**Where the registers sit**

Scale: 2 px per um. Other sequential cells in the stronger gray, the rest of the logic in the fainter gray.
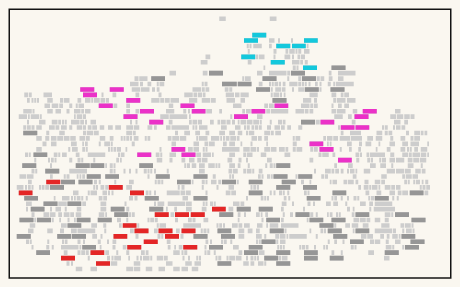
**Clock routing**

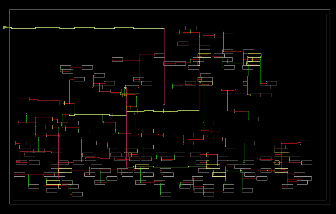
**Nets reached from selected ports**

Scale: 2 px per um.
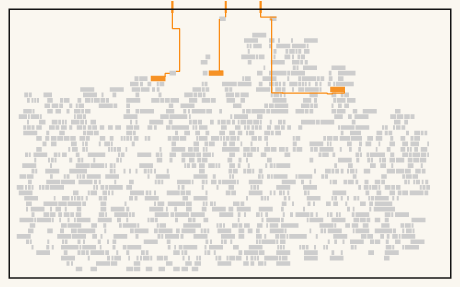
**Local utilization**

Scale: 1.5 px per um. The die is cut into 22 by 13 equal tiles; dark purple is low, yellow is high, 0 to 100% covered.
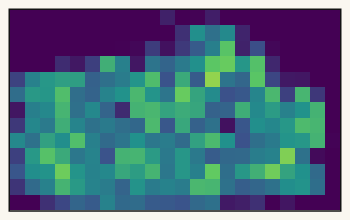
**Logic cells by family**

Scale: 3 px per um.
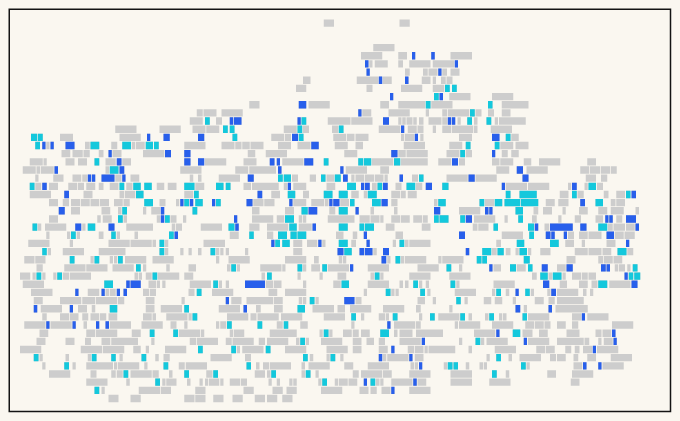
### config.mk
export PLATFORM = sky130hd
export DESIGN_NAME = rgb_pwm_sequencer_flat
export DESIGN_NICKNAME = d
export VERILOG_FILES = /design/src/rtl/rgb_pwm_sequencer_if.sv /design/src/rtl/rgb_pwm_sequencer.sv /design/src/flat_wrapper.sv
export SDC_FILE = /design/constraint.sdc
export NUM_CORES = 1
export LEC_CHECK = 0
export CAP_MARGIN = 20
export CORE_ASPECT_RATIO = 0.6
export CORE_MARGIN = 2
export CORE_UTILIZATION = 31
export DETAILED_ROUTE_END_ITERATION = 7
export PLACE_DENSITY_LB_ADDON = 0.2
export SLEW_MARGIN = 5
export SYNTH_ARGS = -nofsm -noshare
export SYNTH_HDL_FRONTEND = slang
export SYNTH_SLANG_ARGS = --single-unit
### constraint.sdc
create_clock -name clk -period 4.89 [get_ports clk]
set_input_delay 1.2225 -clock clk [delete_from_list [all_inputs] [get_ports clk]]
set_output_delay 1.2225 -clock clk [all_outputs]
set_load 0.005 [all_outputs]
### src/rtl/rgb_pwm_sequencer_if.sv
// Configuration write port of the RGB PWM sequencer: one channel setting per valid/ready handshake.
// The master drives a write and holds it until cfg_ready is seen; the slave accepts when both are high.
interface rgb_pwm_sequencer_if #(
    parameter int NCH   = 3,
    parameter int PWM_W = 8
);
    localparam int CH_W = (NCH > 1) ? $clog2(NCH) : 1;

    logic             cfg_valid;
    logic             cfg_ready;
    logic [CH_W-1:0]  cfg_ch;
    logic [1:0]       cfg_mode;
    logic [PWM_W-1:0] cfg_duty;
    logic [7:0]       cfg_rate;

    modport master (
        output cfg_valid, cfg_ch, cfg_mode, cfg_duty, cfg_rate,
        input  cfg_ready
    );

    modport slave (
        input  cfg_valid, cfg_ch, cfg_mode, cfg_duty, cfg_rate,
        output cfg_ready
    );
endinterface

### src/rtl/rgb_pwm_sequencer.sv
// Per-channel LED PWM engine (OFF/STATIC/BLINK/BREATHE); a write lands on pwm at frame_start+1 of the next frame.
// Single pending config slot: cfg_ready drops after an accept and returns the cycle after the committing frame_start.
module rgb_pwm_sequencer #(
    parameter int NCH      = 3,
    parameter int PWM_W    = 8,
    parameter int TICK_DIV = 188
) (
    input  logic               clk,
    input  logic               rst,
    rgb_pwm_sequencer_if.slave cfg,
    output logic [NCH-1:0]     pwm,
    output logic               frame_start
);
    localparam int CH_W = (NCH > 1) ? $clog2(NCH) : 1;
    localparam int PS_W = (TICK_DIV > 1) ? $clog2(TICK_DIV) : 1;
    localparam logic [PS_W-1:0] PS_MAX = PS_W'(TICK_DIV - 1);

    typedef enum logic [1:0] {
        MODE_OFF     = 2'd0,
        MODE_STATIC  = 2'd1,
        MODE_BLINK   = 2'd2,
        MODE_BREATHE = 2'd3
    } mode_e;

    typedef struct packed {
        logic [CH_W-1:0]  ch;
        mode_e            mode;
        logic [PWM_W-1:0] duty;
        logic [7:0]       rate;
    } cfg_t;

    logic [PS_W-1:0]  presc_q;
    logic [PWM_W-1:0] pwm_cnt_q;
    logic             tick;

    logic             pend_vld_q;
    cfg_t             pend_q;
    logic             cfg_acc;

    mode_e            mode_q     [NCH];
    mode_e            mode_d     [NCH];
    logic [PWM_W-1:0] duty_q     [NCH];
    logic [PWM_W-1:0] duty_d     [NCH];
    logic [PWM_W-1:0] level_q    [NCH];
    logic [PWM_W-1:0] level_d    [NCH];
    logic [7:0]       rate_q     [NCH];
    logic [7:0]       rate_d     [NCH];
    logic [7:0]       rate_cnt_q [NCH];
    logic [7:0]       rate_cnt_d [NCH];
    logic             dir_up_q   [NCH];
    logic             dir_up_d   [NCH];
    logic [NCH-1:0]   step;

    assign tick          = (presc_q == PS_MAX);
    assign cfg.cfg_ready = !pend_vld_q && !rst;
    assign cfg_acc       = cfg.cfg_valid && cfg.cfg_ready;

    // Next channel state; only a frame_start cycle may change anything, so each frame carries one duty.
    always_comb begin
        step = '0;
        for (int i = 0; i < NCH; i++) begin
            mode_d[i]     = mode_q[i];
            duty_d[i]     = duty_q[i];
            rate_d[i]     = rate_q[i];
            rate_cnt_d[i] = rate_cnt_q[i];
            dir_up_d[i]   = dir_up_q[i];
            level_d[i]    = level_q[i];
            if (frame_start) begin
                if (pend_vld_q && (pend_q.ch == CH_W'(i))) begin
                    mode_d[i]     = pend_q.mode;
                    duty_d[i]     = pend_q.duty;
                    rate_d[i]     = pend_q.rate;
                    rate_cnt_d[i] = 8'd0;
                    dir_up_d[i]   = 1'b1;
                    if ((pend_q.mode == MODE_STATIC) || (pend_q.mode == MODE_BLINK))
                        level_d[i] = pend_q.duty;
                    else
                        level_d[i] = '0;
                end else begin
                    if (rate_cnt_q[i] == rate_q[i]) begin
                        rate_cnt_d[i] = 8'd0;
                        step[i]       = 1'b1;
                    end else begin
                        rate_cnt_d[i] = rate_cnt_q[i] + 8'd1;
                    end
                    if (step[i]) begin
                        case (mode_q[i])
                            MODE_BLINK: begin
                                level_d[i] = (level_q[i] == '0) ? duty_q[i] : '0;
                            end
                            MODE_BREATHE: begin
                                if (duty_q[i] == '0) begin
                                    level_d[i] = '0;
                                end else if (dir_up_q[i]) begin
                                    level_d[i] = level_q[i] + PWM_W'(1);
                                    if (level_d[i] == duty_q[i])
                                        dir_up_d[i] = 1'b0;
                                end else begin
                                    level_d[i] = level_q[i] - PWM_W'(1);
                                    if (level_d[i] == '0)
                                        dir_up_d[i] = 1'b1;
                                end
                            end
                            default: begin
                                level_d[i] = level_q[i];
                            end
                        endcase
                    end
                end
            end
        end
    end

    always_ff @(posedge clk) begin
        if (rst) begin
            presc_q     <= '0;
            pwm_cnt_q   <= '0;
            frame_start <= 1'b0;
            pend_vld_q  <= 1'b0;
            pend_q      <= '0;
            pwm         <= '0;
            for (int i = 0; i < NCH; i++) begin
                mode_q[i]     <= MODE_OFF;
                duty_q[i]     <= '0;
                level_q[i]    <= '0;
                rate_q[i]     <= 8'd0;
                rate_cnt_q[i] <= 8'd0;
                dir_up_q[i]   <= 1'b1;
            end
        end else begin
            presc_q <= tick ? '0 : presc_q + PS_W'(1);
            if (tick)
                pwm_cnt_q <= pwm_cnt_q + PWM_W'(1);
            frame_start <= tick && (pwm_cnt_q == '1);

            // Accept and commit never coincide: cfg_ready is low whenever a write is pending.
            if (cfg_acc) begin
                pend_vld_q <= 1'b1;
                pend_q     <= '{ch:   cfg.cfg_ch,
                                mode: mode_e'(cfg.cfg_mode),
                                duty: cfg.cfg_duty,
                                rate: cfg.cfg_rate};
            end else if (frame_start) begin
                pend_vld_q <= 1'b0;
            end

            for (int i = 0; i < NCH; i++) begin
                mode_q[i]     <= mode_d[i];
                duty_q[i]     <= duty_d[i];
                level_q[i]    <= level_d[i];
                rate_q[i]     <= rate_d[i];
                rate_cnt_q[i] <= rate_cnt_d[i];
                dir_up_q[i]   <= dir_up_d[i];
                // Compare against the post-commit level so the first tick of a frame already uses it.
                pwm[i]        <= (level_d[i] > pwm_cnt_q);
            end
        end
    end
endmodule

### src/flat_wrapper.sv
// flat-port wrapper written by rule: the top's interface ports become plain ports
module rgb_pwm_sequencer_flat 
#(
    parameter int NCH      = 3,
    parameter int PWM_W    = 8,
    parameter int TICK_DIV = 188
)
  (clk, rst, pwm, frame_start, cfg_cfg_valid, cfg_cfg_ch, cfg_cfg_mode, cfg_cfg_duty, cfg_cfg_rate, cfg_cfg_ready);
  rgb_pwm_sequencer_if #(.NCH(NCH), .PWM_W(PWM_W)) cfg_i ();
  input  logic clk;
  input  logic rst;
  output logic [NCH-1:0] pwm;
  output logic frame_start;
  input wire logic [$bits(cfg_i.cfg_valid)-1:0] cfg_cfg_valid;
  input wire logic [$bits(cfg_i.cfg_ch)-1:0] cfg_cfg_ch;
  input wire logic [$bits(cfg_i.cfg_mode)-1:0] cfg_cfg_mode;
  input wire logic [$bits(cfg_i.cfg_duty)-1:0] cfg_cfg_duty;
  input wire logic [$bits(cfg_i.cfg_rate)-1:0] cfg_cfg_rate;
  output wire logic [$bits(cfg_i.cfg_ready)-1:0] cfg_cfg_ready;
  assign cfg_i.cfg_valid = cfg_cfg_valid;
  assign cfg_i.cfg_ch = cfg_cfg_ch;
  assign cfg_i.cfg_mode = cfg_cfg_mode;
  assign cfg_i.cfg_duty = cfg_cfg_duty;
  assign cfg_i.cfg_rate = cfg_cfg_rate;
  assign cfg_cfg_ready = cfg_i.cfg_ready;
  rgb_pwm_sequencer #(.NCH(NCH), .PWM_W(PWM_W), .TICK_DIV(TICK_DIV)) u_core (.clk(clk), .rst(rst), .cfg(cfg_i), .pwm(pwm), .frame_start(frame_start));
endmodule
==> results.ini <==
[grt]
grt_usage_pct=18.5
grt_pass1_vias=7272
global_route.usage.met3_pct=4.27
grt_pass1_wl_mm=41.9
busiest_layer=met1
grt.overflow.total=0
use_met2_pct=24.2
use_met1_pct=29.4

[synthesis]
yosys.area_share.aoi_pct=17.0
edf_count=0
top_cells_by_count=nand2_1, dfxtp_1, nor2_1
synth_nets=1172
flop_cell=dfxtp_1
ys_top_cells_by_area=dfxtp_1, nand2_1, xnor2_1
synth.area.mux_share_pct=0.938
ys_warn_count=0
top_logic_kind=simple AND/OR/NAND/NOR gates
ys_sh_simple_pct=27.1
syn_avg_cell_area_sq_um=7.83
top_cell=nand2_1
yosysTopAreaCell=dfxtp_1
ys_cells=1108
yosys.cell_types.count=74

[critical_path]
cp_max_fo=32
startpoint=rst
r2r_start=u_core.level_q[0][20]$_SDFF_PP0_
r2r_slack_ns=1.52
worst_ep_required_time_ns=3.67
crit_chain=buf_4, nor2_1, clkdlybuf4s50_1
cp-end-kind=output pin
critPathSlowestCell=clkdlybuf4s50_1
crit_path_start_kind=input port
endpoint=cfg_cfg_ready
critical_path.max_stage_delay_ns=0.53
r2r_cells=10

[final_layout]
n_antenna_cell=0
n_fill_cell=2912
n_all_buffers=39
bufAreaShareNonClock_pct=3.67
ff_latch_area_sq_um=2920
drive_gt1_share_pct=5.32
logic_gate_count=863
layout.nets=1160
dominant_cells=logic gates
stdcell_area_sq_um=9750

[detailed_routing]
drt_iter0_markers=739
dr.pass1.iters=5
topRoutingLayerUsed=met4
routed_wl_mm=26.0
wl_met2_mm=9.85

[hold_path]
min_from=u_core.rate_q[0][16]$_SDFFE_PP0P_
hold_depth=2
whs_endpoint=u_core.rate_q[0][16]$_SDFFE_PP0P_
min_path_type=register to register

[final_timing]
slew_viol_final=0
fin_ws_ns=1.49
grt_setup_unrepaired=no
tightest_slew_ns=0.927
period_needed_ns=3.40
hold_viol_final=0
setup_viol=0
max_slew_margin_pct=37.6

[floorplanning]
die-area_sq_um=29400
pin_count=28
num_tap_cells=367
fp-row-count=47
die-height_um=134
die_w_um=220
initCoreUtil_pct=31.5

[clocking]
cts-root-buf=clkbuf_16
clk_latency_ns=0.44
cts_tree=yes
hold_buffers=0

[job]
tool_warnings=35
maxCapViolCount=0

[placement]
globalplace.congestion=0.879
hpwlAfterDp_mm=18.9
dp_cells=1444
portBuffers=27

[power_and_ir_drop]
p_leak_nw=3.41
peakVddDrop_mv=0.133
powerSeq_mw=1.25
p_clk_share_pct=47.3
comb_power_uw=130
internal_power_mw=1.96
power.group.top=sequential cells
p_total_mw=2.62
powerDensity_nw_per_um2=269

[run_status]
status=completed

Notes on 'where the registers sit' above:
Cyan shows u_core.presc_q, placed flops 8, where top middle. Magenta shows u_core.level_q, placed flops 24. Red shows u_core.pend_q, placed flops 20.

Notes on 'clock routing' above:
flip-flops: 146
Power Clock: 1.24 mW
CLK BUF: 18
clock skew: 0.0106 ns
number of clock sinks: 146

Notes on 'nets reached from selected ports' above:
Orange shows pwm, bits 3, direction output, end cells 3, buffers 3, wire 158 um.

Notes on 'local utilization' above:
2.4% of the tiles are over 75% full. The fullest tile reaches 83%. 26% of the tiles are nearly empty. The emptiest ninth of the die: top left. The mean over all tiles is 32%.

Notes on 'logic cells by family' above:
Blue shows NOR gates, cells 159, most used nor2_1. Cyan shows inverting AOI/OAI gates, cells 200, most used a21oi_1.

Power is estimated from default activity; no workload was simulated.
